[config.mk]
export PLATFORM = sky130hd
export DESIGN_NAME = stepdir_dispatch
export DESIGN_NICKNAME = d
export VERILOG_FILES = /design/src/rtl/stepdir_dispatch.sv
export SDC_FILE = /design/constraint.sdc
export NUM_CORES = 1
export LEC_CHECK = 0
export CAP_MARGIN = 5
export CORE_ASPECT_RATIO = 1.2
export CORE_MARGIN = 2
export CORE_UTILIZATION = 55
export DETAILED_ROUTE_END_ITERATION = 12
export PLACE_DENSITY = 0.89
export SYNTH_ARGS = -nofsm -noshare
export SYNTH_HDL_FRONTEND = slang
export SYNTH_SLANG_ARGS = --single-unit
[constraint.sdc]
create_clock -name clk -period 2.82 [get_ports clk]
set_clock_uncertainty 0.15 [all_clocks]
set_input_delay 0.423 -clock clk [delete_from_list [all_inputs] [get_ports clk]]
set_output_delay 0.423 -clock clk [all_outputs]
set_load 0.005 [all_outputs]
[src/rtl/stepdir_dispatch.sv]
// Command-side controller for a bank of stepdir channels: assembles move
// records from a 32-bit command stream and writes them into per-channel FIFOs.
module stepdir_dispatch #(
  parameter int NUM_CHANNELS = 6,
  parameter int DATA_WIDTH   = 100,
  parameter int MOVE_COUNT   = 512,
  parameter int WORDS        = (DATA_WIDTH + 31) / 32
) (
  input  logic                    clk,
  input  logic                    reset,
  input  logic                    cmd_valid,
  output logic                    cmd_ready,
  input  logic [1:0]              cmd_op,
  input  logic [NUM_CHANNELS-1:0] cmd_arg,
  input  logic [31:0]             cmd_data,
  input  logic [NUM_CHANNELS-1:0] ch_consumed,
  output logic [DATA_WIDTH-1:0]   wr_data,
  output logic [NUM_CHANNELS-1:0] wr_en,
  output logic [NUM_CHANNELS-1:0] do_reset_clock,
  output logic [31:0]             reset_clock,
  output logic [NUM_CHANNELS-1:0] ch_reset,
  output logic                    error
);

  localparam logic [1:0] OP_MOVE_WORD   = 2'd0;
  localparam logic [1:0] OP_MOVE_COMMIT = 2'd1;
  localparam logic [1:0] OP_RESET_CLOCK = 2'd2;
  localparam logic [1:0] OP_QUEUE_RESET = 2'd3;

  localparam int CH_W   = (NUM_CHANNELS > 1) ? $clog2(NUM_CHANNELS) : 1;
  localparam int OCC_W  = $clog2(MOVE_COUNT) + 1;
  localparam int OCCX_W = OCC_W + 1;
  localparam int WCNT_W = $clog2(WORDS + 1);
  localparam int ASM_W  = WORDS * 32;

  logic [ASM_W-1:0]        asm_reg, asm_next;
  logic [WCNT_W-1:0]       wcnt_reg, wcnt_next;
  logic [DATA_WIDTH-1:0]   wr_data_reg, wr_data_next;
  logic [NUM_CHANNELS-1:0] wr_en_reg, wr_en_next;
  logic [NUM_CHANNELS-1:0] drc_reg, drc_next;
  logic [31:0]             reset_clock_reg, reset_clock_next;
  logic [NUM_CHANNELS-1:0] ch_reset_reg, ch_reset_next;
  logic                    error_reg, error_next;

  logic [OCC_W-1:0]        occ_reg [NUM_CHANNELS];
  logic [1:0]              blk_reg [NUM_CHANNELS];

  logic [CH_W-1:0]         ch_idx;
  logic [NUM_CHANNELS-1:0] ch_onehot;
  logic [NUM_CHANNELS-1:0] full_vec;
  logic [NUM_CHANNELS-1:0] blocked_vec;
  logic [NUM_CHANNELS-1:0] underflow_vec;
  logic                    ch_ok;
  logic                    words_ok;
  logic                    commit_stall;
  logic                    cmd_accept;
  logic                    qr_accept;

  assign ch_idx   = cmd_arg[CH_W-1:0];
  assign ch_ok    = (32'(ch_idx) < 32'(NUM_CHANNELS));
  assign words_ok = (wcnt_reg == WCNT_W'(WORDS));

  for (genvar gi = 0; gi < NUM_CHANNELS; gi++) begin : g_ch
    assign ch_onehot[gi] = (ch_idx == CH_W'(gi));

    // A write still in flight on wr_en counts as already occupying a slot.
    assign full_vec[gi] = (OCCX_W'(occ_reg[gi]) + OCCX_W'(wr_en_reg[gi]))
                          >= OCCX_W'(MOVE_COUNT);
    assign blocked_vec[gi]   = (blk_reg[gi] != 2'd0);
    assign underflow_vec[gi] = ch_consumed[gi] && (occ_reg[gi] == '0)
                               && !ch_reset_reg[gi];

    always_ff @(posedge clk) begin
      if (reset) begin
        occ_reg[gi] <= '0;
      end else if (ch_reset_reg[gi]) begin
        occ_reg[gi] <= '0;
      end else if (wr_en_reg[gi] && !ch_consumed[gi]) begin
        occ_reg[gi] <= occ_reg[gi] + OCC_W'(1);
      end else if (!wr_en_reg[gi] && ch_consumed[gi] && (occ_reg[gi] != '0)) begin
        occ_reg[gi] <= occ_reg[gi] - OCC_W'(1);
      end
    end

    // Covers the strobe cycle and the one after, while queue_empty settles.
    always_ff @(posedge clk) begin
      if (reset) begin
        blk_reg[gi] <= 2'd0;
      end else if (qr_accept && cmd_arg[gi]) begin
        blk_reg[gi] <= 2'd2;
      end else if (blk_reg[gi] != 2'd0) begin
        blk_reg[gi] <= blk_reg[gi] - 2'd1;
      end
    end
  end

  assign commit_stall = cmd_valid && (cmd_op == OP_MOVE_COMMIT) && words_ok && ch_ok
                        && (|(ch_onehot & (full_vec | blocked_vec)));
  assign cmd_ready  = !reset && !commit_stall;
  assign cmd_accept = cmd_valid && cmd_ready;
  assign qr_accept  = cmd_accept && (cmd_op == OP_QUEUE_RESET);

  always_comb begin
    asm_next         = asm_reg;
    wcnt_next        = wcnt_reg;
    wr_data_next     = wr_data_reg;
    wr_en_next       = '0;
    drc_next         = '0;
    reset_clock_next = reset_clock_reg;
    ch_reset_next    = '0;
    error_next       = error_reg | (|underflow_vec);
    if (cmd_accept) begin
      unique case (cmd_op)
        OP_MOVE_WORD: begin
          asm_next = (asm_reg << 32) | ASM_W'(cmd_data);
          if (!words_ok) begin
            wcnt_next = wcnt_reg + WCNT_W'(1);
          end
        end
        OP_MOVE_COMMIT: begin
          if (!words_ok) begin
            error_next = 1'b1;
            wcnt_next  = '0;
          end else if (!ch_ok) begin
            error_next = 1'b1;
          end else begin
            wr_data_next = asm_reg[DATA_WIDTH-1:0];
            wr_en_next   = ch_onehot;
            wcnt_next    = '0;
          end
        end
        OP_RESET_CLOCK: begin
          reset_clock_next = cmd_data;
          drc_next         = cmd_arg;
        end
        OP_QUEUE_RESET: begin
          ch_reset_next = cmd_arg;
        end
        default: ;
      endcase
    end
  end

  always_ff @(posedge clk) begin
    if (reset) begin
      asm_reg         <= '0;
      wcnt_reg        <= '0;
      wr_data_reg     <= '0;
      wr_en_reg       <= '0;
      drc_reg         <= '0;
      reset_clock_reg <= '0;
      ch_reset_reg    <= '0;
      error_reg       <= 1'b0;
    end else begin
      asm_reg         <= asm_next;
      wcnt_reg        <= wcnt_next;
      wr_data_reg     <= wr_data_next;
      wr_en_reg       <= wr_en_next;
      drc_reg         <= drc_next;
      reset_clock_reg <= reset_clock_next;
      ch_reset_reg    <= ch_reset_next;
      error_reg       <= error_next;
    end
  end

  assign wr_data        = wr_data_reg;
  assign wr_en          = wr_en_reg;
  assign do_reset_clock = drc_reg;
  assign reset_clock    = reset_clock_reg;
  assign ch_reset       = ch_reset_reg;
  assign error          = error_reg;

endmodule

==> metrics.csv, run 1 <==
metric;value;unit
synth_cells;1594;
fmax;358.5;MHz
required;2.25;ns
combPwrFrac;0.120;
synth_async_sr_flop_share;0;
vdd_ir_drop_max;538.2;uV
p_per_area;608.1;nW/um^2
placedInstanceArea;17090;sq um
final.setup.tns;0;ns
endpoint_kind;output port;
status;complete, no violations;
hpwlAfterDp;24.89;mm
cts.path.max_buffers;3;
htreeDepth;2;
top_area_frac;0.3552;
coreArea;25540;sq um
cts_tree;done;
finalSetupViolCount;0;
logic_area;6663;sq um
min_period_over_period;0.9891;
fillers;1650;
place_inst;2125;
simple_gate_area_frac;0.2140;
drive_gt1_frac;0.1099;
ctsResizeCount;13;
vias;12800;
ys_warn_count;0;
worstSetupPathType;flop to output port;
crit_end;cmd_ready;
final_cell_area;18600;sq um
most_common_cell;nand2_1;
cts_root_buf;clkbuf_16;
num_rows;64;
via_per_inst;5.828;
pg_clk;4.70;mW
die_w;151.3;microns
[run 1: critical path: stages, from the launching register on]
cell,delay (ns)
dfxtp_1,0.47
ha_1,0.19
and2_1,0.16
and4_1,0.25
o21ai_4,0.09
a22oi_2,0.19
nor2_2,0.07
nor3_2,0.15
buf_2,0.13
[run 1: layout by cell type (no fill, tap or decap), drive strengths merged, types with 5 or more instances in the layout]
| cell | instances |
|---|---|
| and3 | 6 |
| clkbuf | 52 |
| and4 | 9 |
| nor3b | 5 |
| edfxtp | 72 |
| nand3b | 11 |
| a221oi | 14 |
| buf | 97 |
| a211oi | 8 |
| o22ai | 20 |
| o22a | 9 |
| dfxtp | 254 |
| ha | 32 |
| xor2 | 14 |
| nand2 | 331 |
| mux2i | 102 |
| inv | 39 |
| nand3 | 34 |
| nor2b | 5 |
| and2 | 11 |
| nor3 | 27 |
| nand4 | 9 |
| nand4b | 5 |
| a31oi | 9 |
| or3 | 14 |
| nor2 | 179 |
| clkinv | 6 |
| nor4b | 11 |
| a22oi | 13 |
| o31ai | 12 |
| clkdlybuf4s50 | 198 |
| a21oi | 181 |
| o21ai | 25 |
| nor4 | 12 |
[run 1: cell type report]
cell class,count,share of cell area
clock inverters,15,0.01056
repair buffers,300,0.1582
clock buffers,47,0.05387
inverters,36,0.007263
diodes,1,0.0001345
flip-flops and latches,326,0.3896
well taps,330,0.02219
multi-input cells,1142,0.3581
[run 1: layer usage]
| layer | vias to the layer above | track usage | wire (microns) | share of wire |
|---|---|---|---|---|
| met1 | 6105 | 0.3094 | 14820 | 0.38 |
| met3 | 96 | 0.08662 | 3353 | 0.086 |
| met2 | 532 | 0.4639 | 19570 | 0.50 |
| met5 | - | 0 | 0 | 0 |
| li1 | 6071 | - | - | - |
| met4 | 0 | 0.09570 | 1236 | 0.032 |
Figure 1. Routed metal, one color a layer (run 1).
Bar = 50 microns.
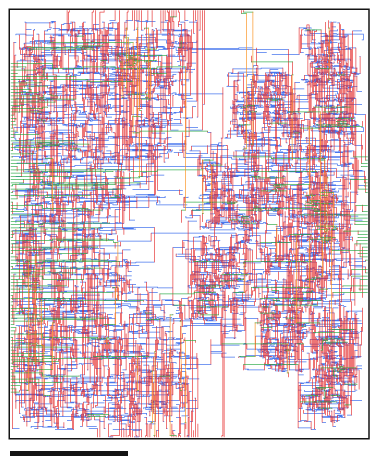
legend:
  orange:
    layer: M4
    wire_length: 1240 microns
  green:
    layer: M3
    wire_length: 3350 microns
  red:
    layer: M2
    wire_length: 19600 microns
  blue:
    layer: M1
    wire_length: 14800 microns

Figure 2. Metal 4 (run 1).
Bar = 50 microns.
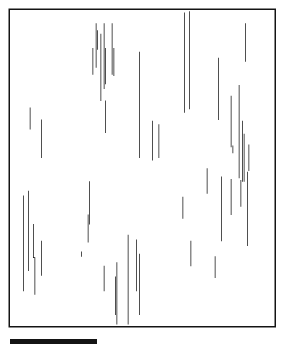
main direction: vertical
nets with wire on the layer: 40

Figure 3. Gate-type map (run 1).
Bar = 50 microns.
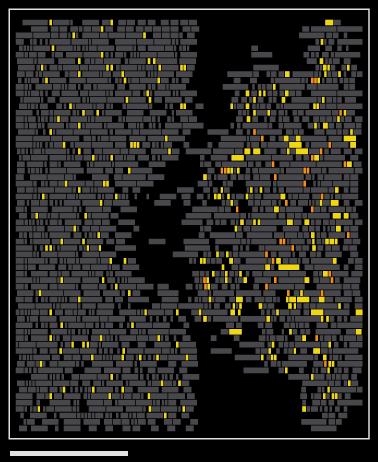
legend:
  orange:
    family: inv cells
    cells: 36
    where: middle right
  yellow:
    family: nor cells
    cells: 240
    where: all over the die
fraction of area in multi-input gates: 0.3581
non-filler cells, final: 2197
most common logic cell in the routed design: nand2_1

==> inputs of run 2 (changes only) <==
clock period = 3.1 ns   (was 2.82 ns; I/O delays follow)
Figure 4. Metal 4 (run 2).
Bar = 50 microns.
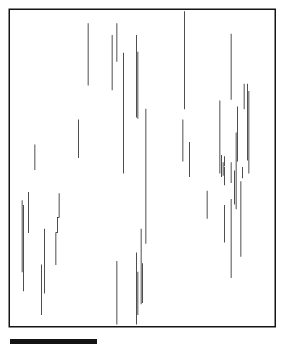
longest straight run: 76.8 microns
wire length on this layer: 1300 microns
vias: 12590
Detailed Route WL: 37.70 mm

Figure 5. Cell placement (run 2).
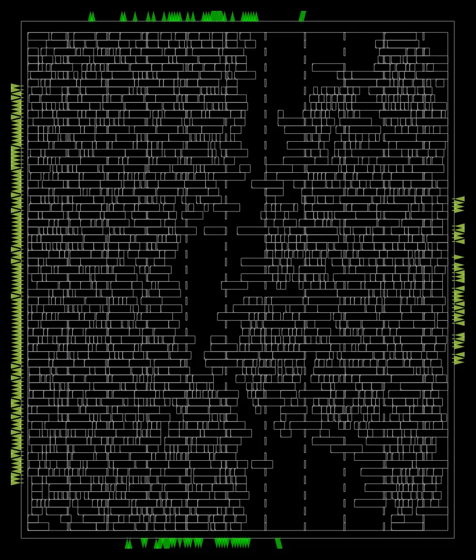
filler instances: 1728
# Taps: 330

Figure 6. Gate-type map (run 2).
Bar = 50 microns.
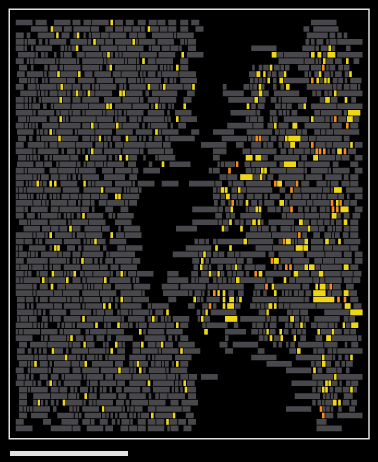
legend:
  orange:
    family: inv cells
    cells: 36
  yellow:
    family: nor cells
    cells: 240
    where: all over the die

==> metrics.csv, run 2 <==
metric;value;unit
logic_area;6568;sq um
final_max_slew_viol_count;0;
worstSetupPathType;flop to output port;
endpoint_kind;output port;
clock_sinks;326;
wl_met1;14.18;mm
rr_startpoint;occ_reg[2][0];
maxCapViolations;0;
hp-start;reset;
ctsResizeCount;10;
hold_path_end;wcnt_reg[1];
p_leak;7.172;nW
final_cells;2151;
cp_top_family;simple AND/OR/NAND/NOR gates;
coreArea;25540;sq um
die_height;180.7;microns
top_area_frac;0.3552;
ys_warn_count;0;
dr.max_layer_used;met4;
cts_root_buf;clkbuf_16;
status;complete, no violations;
via_per_inst;5.852;
startpoint;occ_reg[2][2];
met3_length;3.478;mm
critPathSlowestCell;edfxtp_1;
r2r_setup_slack;0.18;ns
warning_count;45;
yosysUniqueCellTypes;63;
p_per_area;570.6;nW/um^2
overflow;0;
die_w;151.3;microns
synth_cells;1594;
slowest_delay;0.52;ns
ys_seq_frac;0.5062;
holdWs;0.2405;ns
routedWlPerCell;17.53;microns
start_kind;flop;
crit_buf_inv;1;
synth_async_sr_flop_share;0;
drive_gt1_frac;0.07912;
mostFrequentLayoutCells;nand2_1 (329), dfxtp_1 (253), clkdlybuf4s50_1 (198), a21oi_1 (181), nor2_1 (178);
grt_max_degree;98;
fmax;330.4;MHz
finalSetupViolCount;0;
antenna_left;0;
required;2.48;ns
final.setup.tns;0;ns
min_period;3.027;ns
cts_tree;done;
htreeDepth;2;
min_period_over_period;0.9763;
path_common_cell;and4_1;
cp.arrival;2.41;ns
layout_top_cell;nand2_1;
grt_pass1_wl;60.17;mm
grt_antenna_before_repair;1;
slew-limit-headroom;0.4095;
yosys_area;14310;sq um
gp_congestion;0.8560;
hpwlAfterDp;24.68;mm
vdd_ir_drop_max;538.4;uV
num_rows;64;
rr_endpoint;occ_reg[2][3];
clk_latency;0.52;ns
most_common_cell;nand2_1;
netlist_area;14310;sq um
cts_hold_buf;0;
cts.path.max_buffers;3;
ys_ff;326;
met2_length;18.75;mm
crit_chain;and4_1, and4_1, o21ai_2, a22oi_2, nor2_2, nor3_2, dlygate4sd2_1;
place_inst;2085;
## run 2: cell counts after synthesis
Identical to the previous run, type by type.
## run 2: worst max-delay path by stage
stage	end	slack, ns	cells past startpoint
CTS	cmd_ready	0.04	8
floorplan	occ_reg[3][0]	0.52	8
finish	cmd_ready	0.07	7
global route	cmd_ready	-0.12	8
global placement	cmd_ready	0.04	8
detailed placement	cmd_ready	-0.04	8
## run 2: power breakdown
| part | leakage, nW | switching [mW] | total, mW | internal, mW |
|---|---|---|---|---|
| clock network | 0.612 | 1.71 | 4.42 | 2.71 |
| logic | 3.75 | 0.630 | 1.08 | 0.449 |
| registers | 2.81 | 0.209 | 4.82 | 4.62 |
| total | 7.17 | 2.54 | 10.3 | 7.78 |
## run 2: metal layers
metal,track usage,up-vias
li1,-,5961
met1,0.3015,5998
met2,0.4628,536
met3,0.09444,93
met4,0.1065,0
met5,0,-
## run 2: area by class of cell
class | count | area share
flip-flops and latches | 326 | 0.4007
multi-input cells | 1142 | 0.3630
repair buffers | 255 | 0.1378
clock buffers | 47 | 0.05595
well taps | 330 | 0.02282
clock inverters | 14 | 0.01217
inverters | 36 | 0.007469
diodes | 1 | 0.0001383
## run 2: through the flow
step	setup slack, ns	area (sq um)	power, mW
4_1_cts	0.04403	18040	10.35
3_5_place_dp	-0.03973	16770	5.932
3_3_place_gp	0.03818	16770	5.852
2_1_floorplan	0.5163	14320	5.566
6_report	0.07349	18090	10.32
5_1_grt	-0.1229	18090	10.70
## run 2: cells by family after synthesis
logic type | Yosys count | synth area share
AOI/OAI and AO/OA | 310 | 0.1286
xor gates and xnor gates | 18 | 0.01101
adders and majority gates | 32 | 0.02797
buffers and inverters | 126 | 0.04090
DFF | 326 | 0.5062
muxes | 102 | 0.07132
and+or+nand+nor | 680 | 0.2140
Power is estimated from default activity; no workload was simulated.
